$ cat src/rtl/rr_dff_write_arbiter.sv
// ---------------------------------------------------------------------------
// rr_dff_write_arbiter
//
// Round-robin arbiter and sequencer that shares one DATA_W-bit register (q)
// between NUM_REQ requesters. One requester is granted at a time. Its data is
// captured into q and acknowledged with a single-cycle ack. An optional
// cooldown of COOL_CYCLES cycles follows each completed write.
//
// Ports:
//   clk      - clock, all state changes on the rising edge
//   reset    - asynchronous active-low reset
//   req      - per-requester write request (level, held until ack)
//   wdata    - packed write data, lane i at [i*DATA_W +: DATA_W]
//   clr      - synchronous clear of q (highest priority on q)
//   grant    - registered one-hot grant, zero when no grant is active
//   ack      - one-cycle pulse: the granted write landed in q
//   q        - shared register contents
//   last_id  - index of the requester whose write last completed
//   busy     - high whenever the FSM is not idle
// ---------------------------------------------------------------------------
module rr_dff_write_arbiter #(
    parameter int NUM_REQ     = 4,
    parameter int DATA_W      = 8,
    parameter int COOL_CYCLES = 1,
    parameter int ID_W        = $clog2(NUM_REQ)
) (
    input  logic                      clk,
    input  logic                      reset,
    input  logic [NUM_REQ-1:0]        req,
    input  logic [NUM_REQ*DATA_W-1:0] wdata,
    input  logic                      clr,
    output logic [NUM_REQ-1:0]        grant,
    output logic                      ack,
    output logic [DATA_W-1:0]         q,
    output logic [ID_W-1:0]           last_id,
    output logic                      busy
);

    typedef enum logic [1:0] {
        IDLE  = 2'd0,
        GRANT = 2'd1,
        COOL  = 2'd2
    } state_t;

    state_t            state_reg;
    state_t            state_next;
    logic [ID_W-1:0]   ptr_reg;
    logic [ID_W-1:0]   gid_reg;
    logic [ID_W-1:0]   ptr_after;
    logic [ID_W-1:0]   pick_id;
    logic              pick_valid;
    logic [3:0]        cool_cnt_reg;
    logic              write_ok;
    logic [DATA_W-1:0] lane [NUM_REQ];

    // Unpack the write data lanes.
    generate
        for (genvar gi = 0; gi < NUM_REQ; gi++) begin : g_lane
            assign lane[gi] = wdata[gi*DATA_W +: DATA_W];
        end
    endgenerate

    // The granted requester still holds its request: the write completes.
    assign write_ok = (state_reg == GRANT) && req[gid_reg];

    // Pointer moves one past the requester that just completed, wrapping.
    assign ptr_after = (gid_reg == ID_W'(NUM_REQ - 1)) ? '0 : gid_reg + ID_W'(1);

    // Priority search starting at ptr_reg and wrapping. The loop runs from
    // the farthest offset down so the nearest set bit is the one kept.
    always_comb begin
        int idx;
        pick_valid = 1'b0;
        pick_id    = '0;
        idx        = 0;
        for (int off = NUM_REQ - 1; off >= 0; off--) begin
            idx = int'(ptr_reg) + off;
            if (idx >= NUM_REQ) begin
                idx = idx - NUM_REQ;
            end
            if (req[ID_W'(idx)]) begin
                pick_valid = 1'b1;
                pick_id    = ID_W'(idx);
            end
        end
    end

    // State register.
    always_ff @(posedge clk or negedge reset) begin
        if (!reset) begin
            state_reg <= IDLE;
        end else begin
            state_reg <= state_next;
        end
    end

    // Next-state logic.
    always_comb begin
        state_next = state_reg;
        case (state_reg)
            IDLE: begin
                if (pick_valid) begin
                    state_next = GRANT;
                end
            end
            GRANT: begin
                if (write_ok && (COOL_CYCLES > 0)) begin
                    state_next = COOL;
                end else begin
                    state_next = IDLE;
                end
            end
            COOL: begin
                // Leave on the edge where the counter reaches zero.
                if (cool_cnt_reg <= 4'd1) begin
                    state_next = IDLE;
                end
            end
            default: state_next = IDLE;
        endcase
    end

    // Output logic.
    always_comb begin
        busy = (state_reg != IDLE);
    end

    // Datapath and bookkeeping registers.
    always_ff @(posedge clk or negedge reset) begin
        if (!reset) begin
            grant        <= '0;
            ack          <= 1'b0;
            q            <= '0;
            last_id      <= '0;
            ptr_reg      <= '0;
            gid_reg      <= '0;
            cool_cnt_reg <= '0;
        end else begin
            ack <= 1'b0;
            case (state_reg)
                IDLE: begin
                    if (pick_valid) begin
                        grant   <= {{(NUM_REQ-1){1'b0}}, 1'b1} << pick_id;
                        gid_reg <= pick_id;
                    end
                end
                GRANT: begin
                    grant <= '0;
                    if (write_ok) begin
                        last_id      <= gid_reg;
                        ptr_reg      <= ptr_after;
                        cool_cnt_reg <= 4'(COOL_CYCLES);
                        // A coinciding clear drops the data and the ack.
                        if (!clr) begin
                            q   <= lane[gid_reg];
                            ack <= 1'b1;
                        end
                    end
                end
                COOL: begin
                    cool_cnt_reg <= cool_cnt_reg - 4'd1;
                end
                default: begin
                    grant <= '0;
                end
            endcase
            // Clear wins over any write to q.
            if (clr) begin
                q <= '0;
            end
        end
    end

endmodule

$ cat config.mk
export PLATFORM = sky130hd
export DESIGN_NAME = rr_dff_write_arbiter
export DESIGN_NICKNAME = d
export VERILOG_FILES = /design/src/rtl/rr_dff_write_arbiter.sv
export SDC_FILE = /design/constraint.sdc
export NUM_CORES = 1
export LEC_CHECK = 0
export CAP_MARGIN = 20
export CORE_MARGIN = 2
export CORE_UTILIZATION = 43
export CTS_CLUSTER_DIAMETER = 100
export CTS_CLUSTER_SIZE = 14
export DETAILED_ROUTE_END_ITERATION = 8
export GPL_ROUTABILITY_DRIVEN = 0
export HOLD_SLACK_MARGIN = 0.15
export PLACE_DENSITY_LB_ADDON = 0.2
export SYNTH_ARGS = -nofsm -noshare
export SYNTH_HDL_FRONTEND = slang
export SYNTH_SLANG_ARGS = --single-unit
$ cat constraint.sdc
create_clock -name clk -period 2.3 [get_ports clk]
set_input_delay 0.69 -clock clk [delete_from_list [all_inputs] [get_ports clk]]
set_output_delay 0.69 -clock clk [all_outputs]
set_load 0.005 [all_outputs]
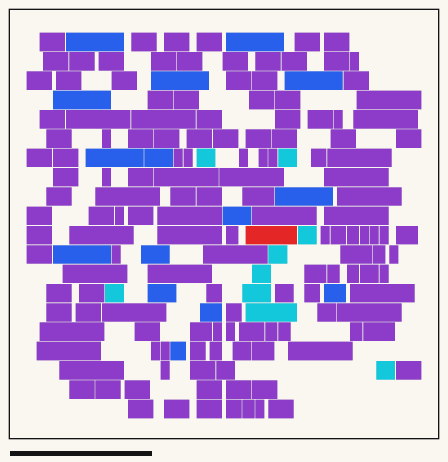
**Above:** cells by drive strength.
Scale bar: 20 um.
blue -> x2  # cells 15, most used mux4_2
red -> x6 and larger  # cells 1, most used buf_12
purple -> x1 and smaller  # cells 145, most used clkdlybuf4s50_1
cyan -> x3 and x4  # cells 9, most used buf_4

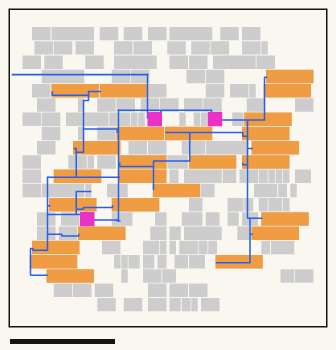
**Above:** clock network drawn from the DEF.
Scale bar: 20 um.
magenta -> clock-net drivers  # count 3
orange -> flip-flops  # count 25
blue -> clock wires  # length 286 um
routed clock nets = 4
clock power share: 0.092
Power Clock: 0.000196 W
Insertion Delay late pin: 0.32 ns
Clock Skews: 0.00647 ns

==> impl_metrics.json <==
{
  "track_usage": 0.185,
  "layout_top_cell": "clkdlybuf4s50_1",
  "core_um2": 3030,
  "die_w_um": 60.3,
  "r2r_cells": 4,
  "synth-simple-area-share": 0.106,
  "h-tree-depth": 1,
  "nWellTaps": 44,
  "swShare": 0.351,
  "crit_type": "reg -> out",
  "met3_length_um": 110,
  "hold_path_end": "grant[1]",
  "comb_share": 0.345,
  "seq_share": 0.312,
  "antenna_found_initial": 0,
  "reg2reg_slack_ns": 0.61,
  "use_met2": 0.329,
  "die_area_um2": 3630,
  "syn-instance-count": 111,
  "p_int_w": 0.00138,
  "maxUsedRoutingLayer": "met4",
  "setup_viol": 0,
  "final_max_slew_viol_count": 0,
  "finalWirelength_um": 3160,
  "n_all_inverters": 4,
  "r2r-start": "state_reg[1]",
  "fin_util": 0.662,
  "busiest_layer": "met2",
  "cts_hold_buf": 0,
  "yosys_area_um2": 1360,
  "power.switching_w": 0.000747,
  "logic_area_um2": 692,
  "comb_cells": 78,
  "detailed_place.area_um2": 1980,
  "cp_slowest_cell": "dfrtp_1",
  "min_delay_path_depth": 1,
  "grt_max_degree": 26,
  "seq_power_share": 0.354,
  "wl_per_cell_um": 14.7,
  "yosys.stat.seqShare": 0.460,
  "viasPerCell": 5.11,
  "timing.rr.end": "last_id[0]",
  "cp.depth": 2,
  "use_met3": 0.0433,
  "rows": 20,
  "ant_nets": 0,
  "grt.overflow.total": 0,
  "cpLargestDelayFamily": "flip-flops",
  "fin_nets": 213,
  "cts_root_buf": "clkbuf_4",
  "setup.worst_path.start_class": "register",
  "finalHoldViolCount": 0,
  "nonClkBufAreaFrac": 0.295,
  "route.layer.met1.wl_um": 1270,
  "synth-warning-count": 0,
  "path_cells": "or2_2 > clkdlybuf4s50_1",
  "cts_tree": "yes",
  "path_max_fanout": 6,
  "via_count": 1093,
  "synth_nets": 153,
  "rsz0062_at_grt": "false",
  "pwr-share-comb": 0.553,
  "cp-endpoint": "busy",
  "yosysCellCount": 111,
  "pin_count": 55,
  "largest_reg_flops": 8,
  "synthArstFlopShare": 1.00,
  "postCtsResizedCells": 0,
  "worst_slack_ns": 0.0596,
  "grt_pass1_vias": 1134,
  "max_cap_violations": 0,
  "tightest_slew_ns": 0.501,
  "dominant-cell-class": "logic gates",
  "mux_share": 0.239,
  "setup_tns_ns": 0,
  "status": "finished, final reports clean",
  "cp_slowest_stage_delay_ns": 0.46,
  "mostFrequentLayoutCells": "clkdlybuf4s50_1, dfrtp_1, nor2_1",
  "clk_share": 0.0131,
  "synthFlopType": "dfrtp_1",
  "area_growth_pct": 47.2,
  "final_cells": 214,
  "grt_util_met1": 0.226,
  "n_all_buffers": 59,
  "edf_count": 0,
  "comb_power_w": 0.00118,
  "synth-adder-area-share": 0.0276,
  "p_per_area_nw_per_um2": 1060,
  "crit_path_start": "state_reg[0]",
  "hold_class": "reg -> reg",
  "ir_drop_v": 0.000568,
  "dp.cells": 210,
  "cp_data_arrival_time_ns": 1.55,
  "fp.dieH_um": 60.3,
  "cts_buffer_depth": 2,
  "fin_hold_ws_ns": 0.510,
  "cts_setup_buffers": 0,
  "port_buffers": 54,
  "wl_met2_um": 1740,
  "fmax_mhz": 446,
  "logic_family": "multiplexers",
  "synth_area_um2": 1360,
  "period_used_share": 0.974,
  "clkTransAtPathRegs_ns": 0.13,
  "layout-drive-gt1-share": 0.147,
  "p_total_w": 0.00213,
  "maxSlewHeadroom": 0.665,
  "diodes": 0,
  "grt_pass1_wl_um": 5000,
  "compound_area_frac": 0.123,
  "tool_warnings": 27,
  "synth_cell_types": 34,
  "firstDrtPassIters": 4,
  "fp_util": 0.450,
  "drtIter0Drc": 43,
  "period_minus_slack_ns": 2.24,
  "final_area_um2": 2000,
  "seq_power_w": 0.000754,
  "ys.flops": 25,
  "pre_cts_ws_ns": 0.00240
}
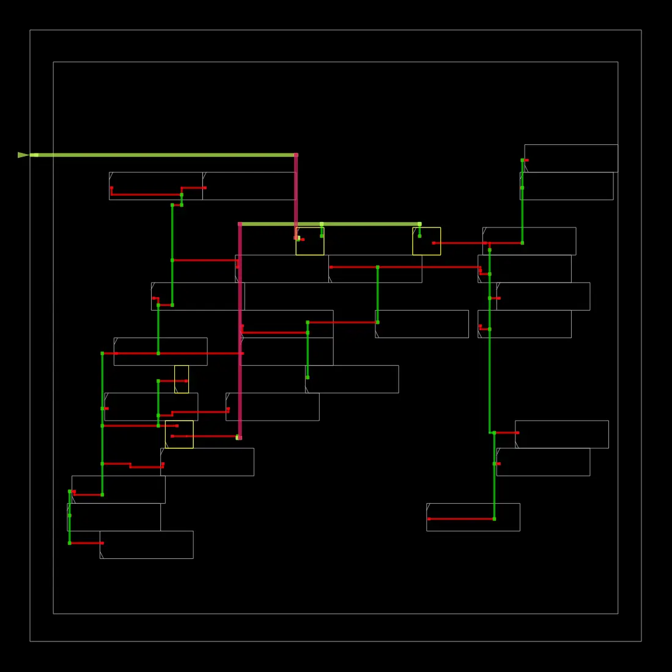
**Above:** the clock network.
number of clock buffers in the layout: 4
CTS buffer count: 3
CTS Sinks: 25
seq_cells: 25

## Yosys cell counts (2+ instances only)
| library cell | n | area share |
|---|---|---|
| nor3_1 | 2 | 0.0074 |
| nor2_1 | 14 | 0.039 |
| inv_1 | 4 | 0.011 |
| o22ai_1 | 2 | 0.0092 |
| o21ai_0 | 5 | 0.018 |
| mux2i_1 | 10 | 0.074 |
| nand2b_1 | 2 | 0.0092 |
| buf_2 | 2 | 0.0074 |
| ha_1 | 3 | 0.028 |
| a32o_1 | 4 | 0.029 |
| nand2_1 | 4 | 0.011 |
| a21oi_1 | 3 | 0.011 |
| dfrtp_1 | 25 | 0.46 |
| mux2_2 | 4 | 0.033 |
| mux4_2 | 8 | 0.13 |
No activity file was given, so power comes from the tool's default toggle rates.
